### src/rtl/lsu_pkg.sv
// Shared definitions for the load/store unit bus master.
// Holds the RV32I width codes, the FSM state encoding and small
// decode helpers used by both the FSM and the alignment datapath.
package lsu_pkg;

  // RV32I load/store width codes (funct3)
  localparam logic [2:0] F3_B  = 3'b000;
  localparam logic [2:0] F3_H  = 3'b001;
  localparam logic [2:0] F3_W  = 3'b010;
  localparam logic [2:0] F3_BU = 3'b100;
  localparam logic [2:0] F3_HU = 3'b101;

  typedef enum logic [2:0] {
    IDLE,
    REQ0,
    WAIT0,
    REQ1,
    WAIT1,
    RESP,
    ERR
  } lsu_state_t;

  // Access size in bytes (1, 2 or 4) from the low two funct3 bits.
  function automatic logic [2:0] size_decode(input logic [1:0] sz);
    case (sz)
      2'b00:   return 3'd1;
      2'b01:   return 3'd2;
      default: return 3'd4;
    endcase
  endfunction

  // Stores only have signed-form codes; loads also accept BU/HU.
  function automatic logic is_legal(input logic write, input logic [2:0] funct3);
    if (write)
      return (funct3 == F3_B) || (funct3 == F3_H) || (funct3 == F3_W);
    else
      return (funct3 == F3_B) || (funct3 == F3_H) || (funct3 == F3_W) ||
             (funct3 == F3_BU) || (funct3 == F3_HU);
  endfunction

endpackage

### src/rtl/lsu_align.sv
// Combinational lane alignment for the load/store unit.
// Ports:
//   funct3 - RV32I width code of the captured access
//   off    - byte offset within the first word (addr[1:0])
//   wdata  - right-aligned store data
//   lo, hi - read words from beat0 / beat1 (hi must be 0 if not split)
//   m8     - 8-bit byte mask spanning both beats
//   w64    - store data shifted into lane position across both beats
//   rdata  - merged, sign/zero-extended load result
module lsu_align
  import lsu_pkg::*;
(
  input  logic [2:0]  funct3,
  input  logic [1:0]  off,
  input  logic [31:0] wdata,
  input  logic [31:0] lo,
  input  logic [31:0] hi,
  output logic [7:0]  m8,
  output logic [63:0] w64,
  output logic [31:0] rdata
);

  logic [7:0]  base_mask;
  logic [31:0] r32;

  // Byte mask and store lanes are the right-aligned forms shifted by the
  // byte offset; anything spilling past bit 31 belongs to the second beat.
  // Loads undo the same shift on the concatenated {hi, lo} pair.
  always_comb begin
    base_mask = 8'h0F;
    case (size_decode(funct3[1:0]))
      3'd1:    base_mask = 8'h01;
      3'd2:    base_mask = 8'h03;
      default: base_mask = 8'h0F;
    endcase
    m8  = base_mask << off;
    w64 = {32'b0, wdata} << {off, 3'b000};
    r32 = 32'({hi, lo} >> {off, 3'b000});
    case (funct3)
      F3_B:    rdata = {{24{r32[7]}}, r32[7:0]};
      F3_H:    rdata = {{16{r32[15]}}, r32[15:0]};
      F3_W:    rdata = r32;
      F3_BU:   rdata = {24'b0, r32[7:0]};
      F3_HU:   rdata = {16'b0, r32[15:0]};
      default: rdata = 32'b0;
    endcase
  end

endmodule

### src/rtl/lsu_bus_master.sv
// Load/store unit bus master: takes one load/store at a time from the
// execute stage, issues one or two word beats on a valid/ready memory bus
// (two when the access crosses a word boundary), waits for each response
// and returns aligned, extended load data.
// Ports:
//   clk, rst_n              - clock, async active-low reset
//   req_*                   - pipeline request (valid/ready, write, funct3, addr, wdata)
//   resp_*                  - one-cycle response pulse with data and error flag
//   mem_req_*               - bus request (valid/ready, word addr, wen, strobes, data)
//   mem_rsp_valid/rdata     - bus response (read data or write ack)
module lsu_bus_master
  import lsu_pkg::*;
#(
  parameter int ADDR_W           = 32,
  parameter bit ALLOW_MISALIGNED = 1'b1
) (
  input  logic              clk,
  input  logic              rst_n,
  input  logic              req_valid,
  output logic              req_ready,
  input  logic              req_write,
  input  logic [2:0]        req_funct3,
  input  logic [ADDR_W-1:0] req_addr,
  input  logic [31:0]       req_wdata,
  output logic              resp_valid,
  output logic [31:0]       resp_rdata,
  output logic              resp_err,
  output logic              mem_req_valid,
  input  logic              mem_req_ready,
  output logic [ADDR_W-1:0] mem_req_addr,
  output logic              mem_req_wen,
  output logic [3:0]        mem_req_wstrb,
  output logic [31:0]       mem_req_wdata,
  input  logic              mem_rsp_valid,
  input  logic [31:0]       mem_rsp_rdata
);

  lsu_state_t state, state_next;

  logic              write_q;
  logic [2:0]        funct3_q;
  logic [ADDR_W-1:0] addr_q;
  logic [31:0]       wdata_q;
  logic [31:0]       lo_q;
  logic [31:0]       hi_q;
  logic              split_q;

  logic [2:0]        req_size;
  logic [1:0]        req_off;
  logic              req_split;
  logic              req_misaligned;
  logic              req_bad;
  logic              accept;

  logic [ADDR_W-1:0] beat0_addr;
  logic [ADDR_W-1:0] beat1_addr;
  logic [7:0]        m8;
  logic [63:0]       w64;
  logic [31:0]       load_rdata;

  // Request classification, evaluated on the live request in IDLE.
  // Misaligned means the offset is not a multiple of the size.
  assign req_size       = size_decode(req_funct3[1:0]);
  assign req_off        = req_addr[1:0];
  assign req_split      = ({2'b00, req_off} + {1'b0, req_size}) > 4'd4;
  assign req_misaligned = (req_off & 2'(req_size - 3'd1)) != 2'b00;
  assign req_bad        = !is_legal(req_write, req_funct3) ||
                          (!ALLOW_MISALIGNED && req_misaligned);
  assign accept         = (state == IDLE) && req_valid;

  // Second beat wraps naturally at the top of the address space.
  assign beat0_addr = {addr_q[ADDR_W-1:2], 2'b00};
  assign beat1_addr = beat0_addr + ADDR_W'(4);

  lsu_align u_align (
    .funct3 (funct3_q),
    .off    (addr_q[1:0]),
    .wdata  (wdata_q),
    .lo     (lo_q),
    .hi     (split_q ? hi_q : 32'b0),
    .m8     (m8),
    .w64    (w64),
    .rdata  (load_rdata)
  );

  // State register.
  always_ff @(posedge clk or negedge rst_n) begin
    if (!rst_n) state <= IDLE;
    else        state <= state_next;
  end

  // Capture registers: request fields on accept, read words in the wait
  // states. lo/hi are cleared at accept so a non-split access merges with 0.
  always_ff @(posedge clk or negedge rst_n) begin
    if (!rst_n) begin
      write_q  <= 1'b0;
      funct3_q <= 3'b0;
      addr_q   <= '0;
      wdata_q  <= 32'b0;
      lo_q     <= 32'b0;
      hi_q     <= 32'b0;
      split_q  <= 1'b0;
    end else begin
      if (accept) begin
        write_q  <= req_write;
        funct3_q <= req_funct3;
        addr_q   <= req_addr;
        wdata_q  <= req_wdata;
        split_q  <= req_split;
        lo_q     <= 32'b0;
        hi_q     <= 32'b0;
      end
      if (state == WAIT0 && mem_rsp_valid) lo_q <= mem_rsp_rdata;
      if (state == WAIT1 && mem_rsp_valid) hi_q <= mem_rsp_rdata;
    end
  end

  // Next-state and output decode. Every output is a pure function of the
  // state and capture registers, so reset forces them all to their idle
  // values immediately.
  always_comb begin
    state_next    = state;
    req_ready     = 1'b0;
    mem_req_valid = 1'b0;
    mem_req_addr  = '0;
    mem_req_wen   = 1'b0;
    mem_req_wstrb = 4'b0;
    mem_req_wdata = 32'b0;
    resp_valid    = 1'b0;
    resp_err      = 1'b0;
    resp_rdata    = 32'b0;
    case (state)
      IDLE: begin
        req_ready = 1'b1;
        if (req_valid) state_next = req_bad ? ERR : REQ0;
      end
      REQ0: begin
        mem_req_valid = 1'b1;
        mem_req_addr  = beat0_addr;
        mem_req_wen   = write_q;
        mem_req_wstrb = write_q ? m8[3:0] : 4'b0;
        mem_req_wdata = write_q ? w64[31:0] : 32'b0;
        if (mem_req_ready) state_next = WAIT0;
      end
      WAIT0: begin
        if (mem_rsp_valid) state_next = split_q ? REQ1 : RESP;
      end
      REQ1: begin
        mem_req_valid = 1'b1;
        mem_req_addr  = beat1_addr;
        mem_req_wen   = write_q;
        mem_req_wstrb = write_q ? m8[7:4] : 4'b0;
        mem_req_wdata = write_q ? w64[63:32] : 32'b0;
        if (mem_req_ready) state_next = WAIT1;
      end
      WAIT1: begin
        if (mem_rsp_valid) state_next = RESP;
      end
      RESP: begin
        resp_valid = 1'b1;
        resp_rdata = write_q ? 32'b0 : load_rdata;
        state_next = IDLE;
      end
      ERR: begin
        resp_valid = 1'b1;
        resp_err   = 1'b1;
        state_next = IDLE;
      end
      default: state_next = IDLE;
    endcase
  end

endmodule

### config.mk
export PLATFORM = sky130hd
export DESIGN_NAME = lsu_bus_master
export DESIGN_NICKNAME = d
export VERILOG_FILES = /design/src/rtl/lsu_pkg.sv /design/src/rtl/lsu_align.sv /design/src/rtl/lsu_bus_master.sv
export SDC_FILE = /design/constraint.sdc
export NUM_CORES = 1
export LEC_CHECK = 0
export CELL_PAD_IN_SITES_DETAIL_PLACEMENT = 0
export CELL_PAD_IN_SITES_GLOBAL_PLACEMENT = 1
export CORE_MARGIN = 1
export CORE_UTILIZATION = 38
export DETAILED_ROUTE_END_ITERATION = 10
export GPL_TIMING_DRIVEN = 0
export PLACE_DENSITY = 0.85
export SYNTH_ARGS = -nofsm -noshare
export SYNTH_HDL_FRONTEND = slang
export SYNTH_HIERARCHICAL = 1
export SYNTH_SLANG_ARGS = --single-unit
### constraint.sdc
create_clock -name clk -period 3.1 [get_ports clk]
set_clock_uncertainty 0.15 [all_clocks]
set_input_delay 0.62 -clock clk [delete_from_list [all_inputs] [get_ports clk]]
set_output_delay 0.62 -clock clk [all_outputs]
set_load 0.02 [all_outputs]
==> run summary, run 1 <==
worst skew pair latency - 420 ps
fp util - 0.389
DP Cell Count - 1587
failing checks - negative hold slack, negative setup slack
CP dominant cell by count - buf_4
initial DRC count - 620
die area - 23900 um^2
largest net degree at the start of global routing - 84
pwr/cell area - 944 nW/um^2
minimum clock period - 3250 ps
CTS tree - built
Hold Vio Cnt, Final - 29
area delta synth->final - 43.7%
via count - 8757
Worst setup EP type - output pin
Finished Layout Cells - 1667
total grt overflow - 0
outcome - finished, violations left
Hold Slack - -8.54 ps
Critical Path Start - addr_q[3]
Total Power - 12.0 mW
PnR worst setup slack - -152 ps
slew margin rel. - 0.416
RePlAce Congestion - 0.894
Root Buffer - clkbuf_16
Max H-tree Level - 4
IO Pins - 210
Worst Tran Pin Value - 876 ps
final setup violation count - 27
layout cells sized above 1 - 0.235
period utilization - 1.05
final routed DRC violation total - 0
# clock sinks - 128
Mapped Cells - 1057
startpoint type of the worst setup path - register
Comb area - 5480 um^2
Avg Cell Area, Syn - 8.39 um^2
tool warnings - 29
clk slew on worst S/H paths - 60 ps
number of global-route vias before repair - 8688
[run 1: where the power goes]
part           leakage, nW  internal, mW  switching, mW
Sequential            1.63          2.40          0.830
Clock                0.298          1.32          0.808
Combinational         3.92          3.08           3.60
Total                 5.86          6.80           5.24
[run 1: critical path, delay by kind of cell (launching register included)]
kind	cells	cell delay (ps)
AOI/OAI and AO/OA	2	370
adders and majority gates	1	160
buffers and inverters	3	490
DFF	1	410
and+or+nand+nor	2	620
[run 1: cell type report]
type                            count  share of cell area
Antenna cell                        2            0.000393
Clock inverter                     11              0.0122
Sequential cell                   128               0.252
Buffer                             95              0.0506
Inverter                            9             0.00265
Timing Repair Buffer              255               0.185
Multi-Input combinational cell    833               0.430
Clock buffer                       21              0.0361
Tap cell                          313              0.0307
[run 1: registers in the layout, summed over array words and instances (netlist names)]
name,count
lo_q,32
addr_q,32
split_q,1
funct3_q,3
state,3
wdata_q,32
write_q,1
hi_q,24
[run 1: path summary, 6_finish.rpt]
path	to	slack (ps)	depth (start not counted)
setup / recovery	mem_req_addr[30]	-150	8
min in group clk	funct3_q[1]	340	2
hold reg to reg	funct3_q[1]	340	2
max in group asynchronous	split_q	2000	2
hold / removal	lo_q[12]	-9	1
setup reg to reg	wdata_q[25]	550	7
[run 1: per-layer routing]
| layer | wire, um | up-vias | global-route usage |
|---|---|---|---|
| met5 | 0 | - | 0 |
| met4 | 761 | 0 | 0.0901 |
| met3 | 2510 | 50 | 0.0566 |
| met2 | 13900 | 384 | 0.402 |
| met1 | 13400 | 4175 | 0.347 |
| li1 | - | 4148 | - |
[run 1: cell usage in the layout, fill, tap and decap left out, types with 5 or more instances in the layout]
master             n
mux2_2             9
a21oi_1           20
clkbuf_2          20
nand2_1          303
a21oi_2           12
and2_4            16
and3_1            12
clkdlybuf4s50_1  112
inv_1              8
mux4_2            33
conb_1            11
o21ai_1            5
clkdlybuf4s15_1    9
dlymetal6s2s_1     6
a22o_1            32
dfrtp_1          118
clkbuf_4           6
nand3_1            8
dfrtp_2           10
buf_4             70
or4_4              9
buf_6             35
nor2_1            74
mux2i_1           62
clkbuf_16         17
buf_2             13
and2_1            51
dlygate4sd2_1     28
or3_1              7
nor3_1             5
nand4_1            6
buf_1              6
xnor2_1            5
o21ai_2           17
o21ai_0           54
xor2_1             9
nor2b_1           19
clkbuf_1          36
[run 1: per-stage QoR]
stage / hold slack [ps] / cell area (um^2) / utilization / setup TNS, ps / setup slack, ps
5_1_grt: 19.1 / 12700 / 0.559 / -3200 / -229
6_report: -8.54 / 12700 / 0.559 / -1770 / -152
3_3_place_gp: 312 / 11400 / 0.499 / -555340 / -4120
2_1_floorplan: 174 / 8900 / - / 0 / 284
3_5_place_dp: 326 / 11400 / 0.500 / -30990 / -684
4_1_cts: 5.08 / 12600 / 0.554 / -2770 / -159
[run 1: what timing repair did]
| item | in CTS | in global routing |
|---|---|---|
| gates cloned | 3 | 0 |
| resized | 370 | 82 |
| setup endpoints to repair | 100 | 80 |
| hold buffers | 0 | 0 |
| setup buffers | 40 | 6 |
| pin swaps | 30 | 7 |
| hold endpoints to repair | 0 | 0 |
**Run 1: supply network**

Pins as bars on the die edge. Tap cells in gray.
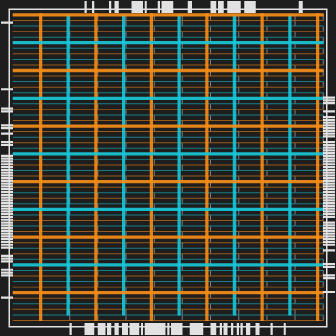
cyan -> VDD
orange -> VSS
met5 straps = 11
tap cells = 313
signal pins = 210
met1 rails = 56
met4 straps = 11
core area: 22800 um^2
Die Ht: 155 um
maximum vdd drop: 0.000415 V
die x size: 155 um

**Run 1: placement by cell class**

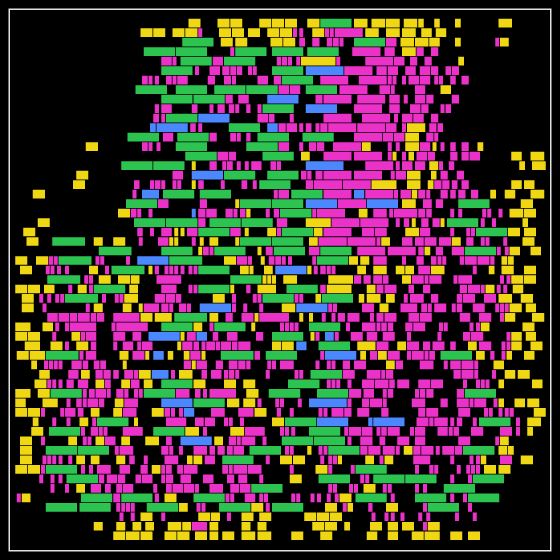
blue -> clock drivers and dummy loads  # cells 32, share of their area 5.0%
green -> flops  # cells 128, share of their area 26%
yellow -> other buffers and delay cells  # cells 350, share of their area 24%
magenta -> combinational and other logic  # cells 842, share of their area 45%
fin util: 0.559
fin area: 12700 um^2
flop share of the area: 0.252
Cell Rows: 55

**Run 1: clock wires, drivers and flops**

The bar under the picture is 50 um long.
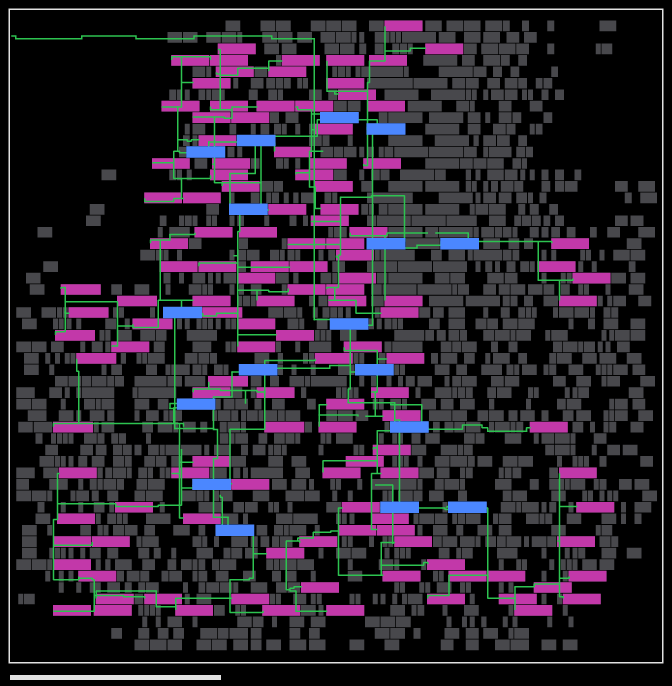
green -> clock wires  # length 1950 um
magenta -> flip-flops  # count 128
blue -> clock drivers  # count 17
routed clock nets = 18
flops lie = widely spread
Clock Power: 2.12 mW
Clock power frac: 0.177

**Run 1: routing congestion map**

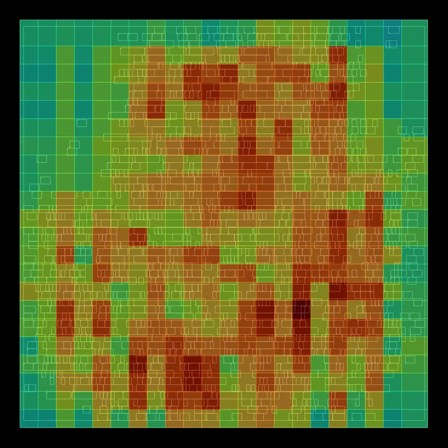

--- run 2 (diff from run 1) ---
--- a/config.mk
+++ b/config.mk
@@ -9,9 +9,11 @@
 export CELL_PAD_IN_SITES_GLOBAL_PLACEMENT = 1
 export CORE_MARGIN = 1
 export CORE_UTILIZATION = 38
+export CTS_CLUSTER_DIAMETER = 30
 export DETAILED_ROUTE_END_ITERATION = 10
 export GPL_TIMING_DRIVEN = 0
 export PLACE_DENSITY = 0.85
+export SKIP_CTS_REPAIR_TIMING = 1
 export SYNTH_ARGS = -nofsm -noshare
 export SYNTH_HDL_FRONTEND = slang
 export SYNTH_HIERARCHICAL = 1
**Run 2: routing congestion map**

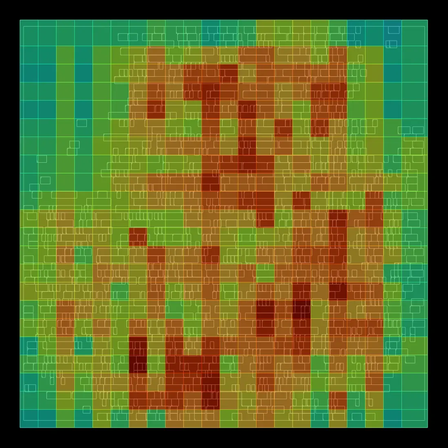
met1 Track Usage GR: 0.346
GRT Max-Usage Layer: met2

**Run 2: placement by cell class**

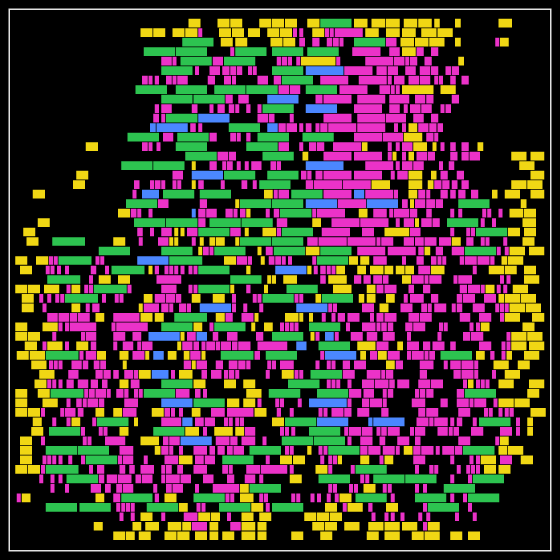
magenta -> combinational and other logic  # cells 843, share of their area 45%
blue -> clock drivers and dummy loads  # cells 32, share of their area 4.9%
yellow -> other buffers and delay cells  # cells 337, share of their area 25%
green -> flops  # cells 128, share of their area 26%
fin util: 0.565
fin area: 12900 um^2
flop share of the area: 0.250

==> run 2 against run 1 <==
  * The flow still finishes with violations (negative hold slack, negative setup slack)
  * Sequential cell count unchanged
  * Critical path type unchanged
  * Critical endpoint is now mem_req_addr[26]
  * Highest routed layer unchanged
  * Count of clock-buffer cells in the layout stayed put
  * Worst hold slack better by 4.7 ps
  * Sequential power grew 2%
  * Via count shrank 0.81%
  * Cell count down 0.72%
  * Maximum frequency increased by 0.13%
==> run summary, run 2 <==
setup TNS - -2440 ps (-673 ps)
minimum clock period - 3250 ps (-4.34 ps)
PnR worst setup slack - -147 ps (+4.35 ps)
switching share of power - 0.435 (about the same)
Finished Layout Cells - 1655 (-0.72%)
Die Ht - 155 um (unchanged)
crit path buf inv count - 1 (-2)
Top cells excl fill/tap - nand2_1, dfrtp_1, clkdlybuf4s50_1
Worst setup EP type - output pin
Root Buffer - clkbuf_16
most numerous logic cell after layout - nand2_1
Hold Slack - -3.84 ps (+4.70 ps)
fp util - 0.389 (unchanged)
area delta synth->final - 45.1%
Mapped Cells - 1057 (unchanged)
largest net degree at the start of global routing - 84 (unchanged)
biggest regs - addr_q x32, lo_q x32, wdata_q x32
slew margin rel. - 0.464 (+0.0474)
failing checks - negative hold slack, negative setup slack
Max H-tree Level - 4 (unchanged)
# clock sinks - 128 (unchanged)
final setup violation count - 28 (+3.7%)
outcome - finished, violations left
Hold Vio Cnt, Final - 10 (-66%)
Clock power frac - 0.177 (about the same)
**Run 2: supply network**

Pins as bars on the die edge. Tap cells in gray.
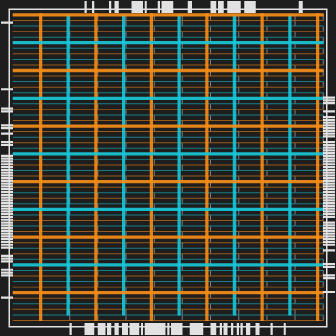
cyan -> VDD
orange -> VSS
tap cells = 313
met1 rails = 56
signal pins = 210
rows = 55
met5 straps = 11
maximum vdd drop: 0.000376 V

[run 2: power groups by stage]
stage,sequential [mW],combinational [mW],clock (mW)
after floorplan,2.90,4.11,0
after global placement,3.20,5.68,0
after detailed placement,3.23,5.76,0
after CTS,3.21,5.78,2.14
after global routing,3.38,7.10,2.22
final,3.30,6.54,2.12
[run 2: path summary, 6_finish.rpt]
check                              endpoint      start  slack (ps)  cells after the start
max in group asynchronous           split_q      rst_n        2010                      2
min in group clk                   hi_q[21]   hi_q[21]         340                      1
hold / removal                     lo_q[27]      rst_n          -4                      1
setup / recovery           mem_req_addr[26]  addr_q[9]        -150                      5
setup reg to reg                wdata_q[25]   state[1]         520                      7
hold reg to reg                    hi_q[21]   hi_q[21]         340                      1
[run 2: layout make-up]
type | instances | area, um^2 | area share
sequential | 128 | 3220 | 0.250
multi-input combinational | 834 | 5520 | 0.429
tap | 313 | 392 | 0.0305
buffer | 94 | 606 | 0.0471
clock inverter | 11 | 155 | 0.0121
inverter | 9 | 33.8 | 0.00263
timing repair buffer | 243 | 2470 | 0.192
antenna | 2 | 5.00 | 0.000389
clock buffer | 21 | 460 | 0.0358
[run 2: worst reg2reg max path, delay by kind of cell, from the launching register on]
| family | cells | cell delay, ps |
|---|---|---|
| AND/OR/NAND/NOR | 4 | 800 |
| buffers and inverters | 3 | 1210 |
| flip-flops | 1 | 350 |
[run 2: metal layers]
| layer | vias to the layer above | share of wire | GRT usage |
|---|---|---|---|
| li1 | 4132 | - | - |
| met1 | 4149 | 0.45 | 0.346 |
| met2 | 365 | 0.45 | 0.386 |
| met3 | 40 | 0.077 | 0.0499 |
| met4 | 0 | 0.020 | 0.0806 |
| met5 | - | 0 | 0 |
--- run 3 (diff from run 2) ---
--- a/config.mk
+++ b/config.mk
@@ -11,6 +11,7 @@
 export CORE_UTILIZATION = 38
 export CTS_CLUSTER_DIAMETER = 30
 export DETAILED_ROUTE_END_ITERATION = 10
+export GPL_ROUTABILITY_DRIVEN = 0
 export GPL_TIMING_DRIVEN = 0
 export PLACE_DENSITY = 0.85
 export SKIP_CTS_REPAIR_TIMING = 1
**Run 3: routing congestion map**

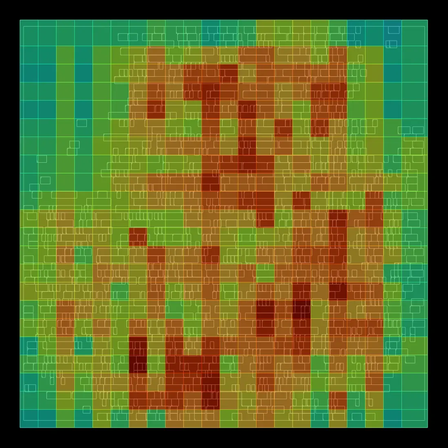
gr usage total: 0.248
DR WL/cell: 18.3 um
routing usage on met2: 0.386
GR Util met3: 0.0499

**Run 3: supply network**

Pins as bars on the die edge. Tap cells in gray.
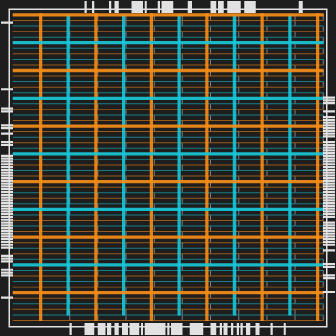
cyan -> VDD
orange -> VSS
met4 straps = 11
met1 rails = 56

**Run 3: placement by cell class**

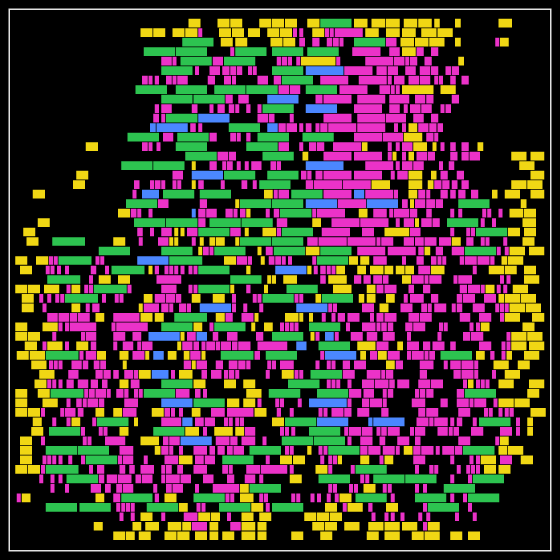
green -> flops  # cells 128, share of their area 26%
blue -> clock drivers and dummy loads  # cells 32, share of their area 4.9%
yellow -> other buffers and delay cells  # cells 337, share of their area 25%
magenta -> combinational and other logic  # cells 843, share of their area 45%

==> run 3 against run 2 <==
  * The run still ends with negative hold slack, negative setup slack left
  * Non-clock buffer count stayed put
  * Sequential share of layout area stayed put
  * Synthesized cell count stayed put
  * Final area stayed put
  * Synthesized area stayed put
  * Critical path depth stayed put
  * Via count stayed put
  * Register-to-register slack hardly changed
  * Maximum frequency stayed put
  * Global-route usage stayed put
  * Count of clock-buffer cells in the layout stayed put
  * Largest cell class unchanged
==> run summary, run 3 <==
outcome - finished, violations left
failing checks - negative hold slack, negative setup slack
met1 Track Usage GR - 0.346 (unchanged)
most numerous logic cell after layout - nand2_1
PnR worst setup slack - -147 ps (unchanged)
largest net degree at the start of global routing - 84 (unchanged)
maximum vdd drop - 0.000376 V (unchanged)
Via density - 5.25
Cell Rows - 55
Root Buffer - clkbuf_16
worst setup path category - reg -> out
Avg Cell Area, Syn - 8.39 um^2
GRT Max-Usage Layer - met2
fin area - 12900 um^2 (unchanged)
# clock sinks - 128 (unchanged)
Top cells excl fill/tap - nand2_1, dfrtp_1, clkdlybuf4s50_1
Die Ht - 155 um (unchanged)
Min-Delay Path Class - in -> async
DRT Pass-1 Iters - 5
minimum clock period - 3250 ps (unchanged)
Mapped Cells - 1057 (unchanged)
slew margin rel. - 0.464 (unchanged)
Hold Slack - -3.84 ps (unchanged)
biggest regs - addr_q x32, lo_q x32, wdata_q x32
CTS tree - built
fp util - 0.389 (unchanged)
Hold Vio Cnt, Final - 10 (unchanged)
final setup violation count - 28 (unchanged)
area delta synth->final - 45.1% (unchanged)
initial antenna violation count - 2
Max H-tree Level - 4 (unchanged)
final net count - 1436
layout cells sized above 1 - 0.225
clk slew on worst S/H paths - 60 ps
final routed DRC violation total - 0
Worst setup EP type - output pin
dpl hpwl - 22100 um
FF/Latch Area - 3220 um^2 (unchanged)
Comb area - 5520 um^2 (unchanged)
[run 3: critical path: stages, from the launching register on]
cell and delay (ps):
dfrtp_2 420, nand4_1 180, or4_4 610, or4_4 500
a21oi_2 170, buf_4 170
[run 3: power by group]
group / total (mW) / internal, mW / switching (mW)
Combinational: 6.54 / 3.04 / 3.50
Clock: 2.12 / 1.32 / 0.802
Sequential: 3.30 / 2.40 / 0.900
[run 3: per-layer routing]
| metal | up-vias | share of wire | routed length [um] |
|---|---|---|---|
| met2 | 365 | 0.45 | 13800 |
| met4 | 0 | 0.020 | 603 |
| met5 | - | 0 | 0 |
| li1 | 4132 | - | - |
| met1 | 4149 | 0.45 | 13600 |
| met3 | 40 | 0.077 | 2340 |
[run 3: cell type report]
cell class | count | share of cell area
Clock buffer | 21 | 0.0358
Buffer | 94 | 0.0471
Sequential cell | 128 | 0.250
Clock inverter | 11 | 0.0121
Tap cell | 313 | 0.0305
Multi-Input combinational cell | 834 | 0.429
Timing Repair Buffer | 243 | 0.192
Antenna cell | 2 | 0.000389
Inverter | 9 | 0.00263
[run 3: final timing paths]
path	startpoint	to	slack (ps)	cells past startpoint
max	addr_q[9]	mem_req_addr[26]	-150	5
min	rst_n	lo_q[27]	-4	1
max reg2reg	state[1]	wdata_q[25]	520	7
min reg2reg	hi_q[21]	hi_q[21]	340	1
max in group asynchronous	rst_n	split_q	2010	2
min in group clk	hi_q[21]	hi_q[21]	340	1
[run 3: per-stage QoR]
stage	worst slack, ps	cells	utilization	TNS [ps]	power, mW
final	-147	1655	0.565	-2440	12.0
after global routing	-226	1653	0.564	-4110	12.7
after CTS	-1150	1619	0.527	-72190	11.1
after detailed placement	-684	1587	0.500	-30990	8.99
after global placement	-4120	1586	0.499	-555340	8.88
after floorplan	284	1066	-	0	7.01
Power figures rest on the tool's default switching activity, not on a simulated workload.
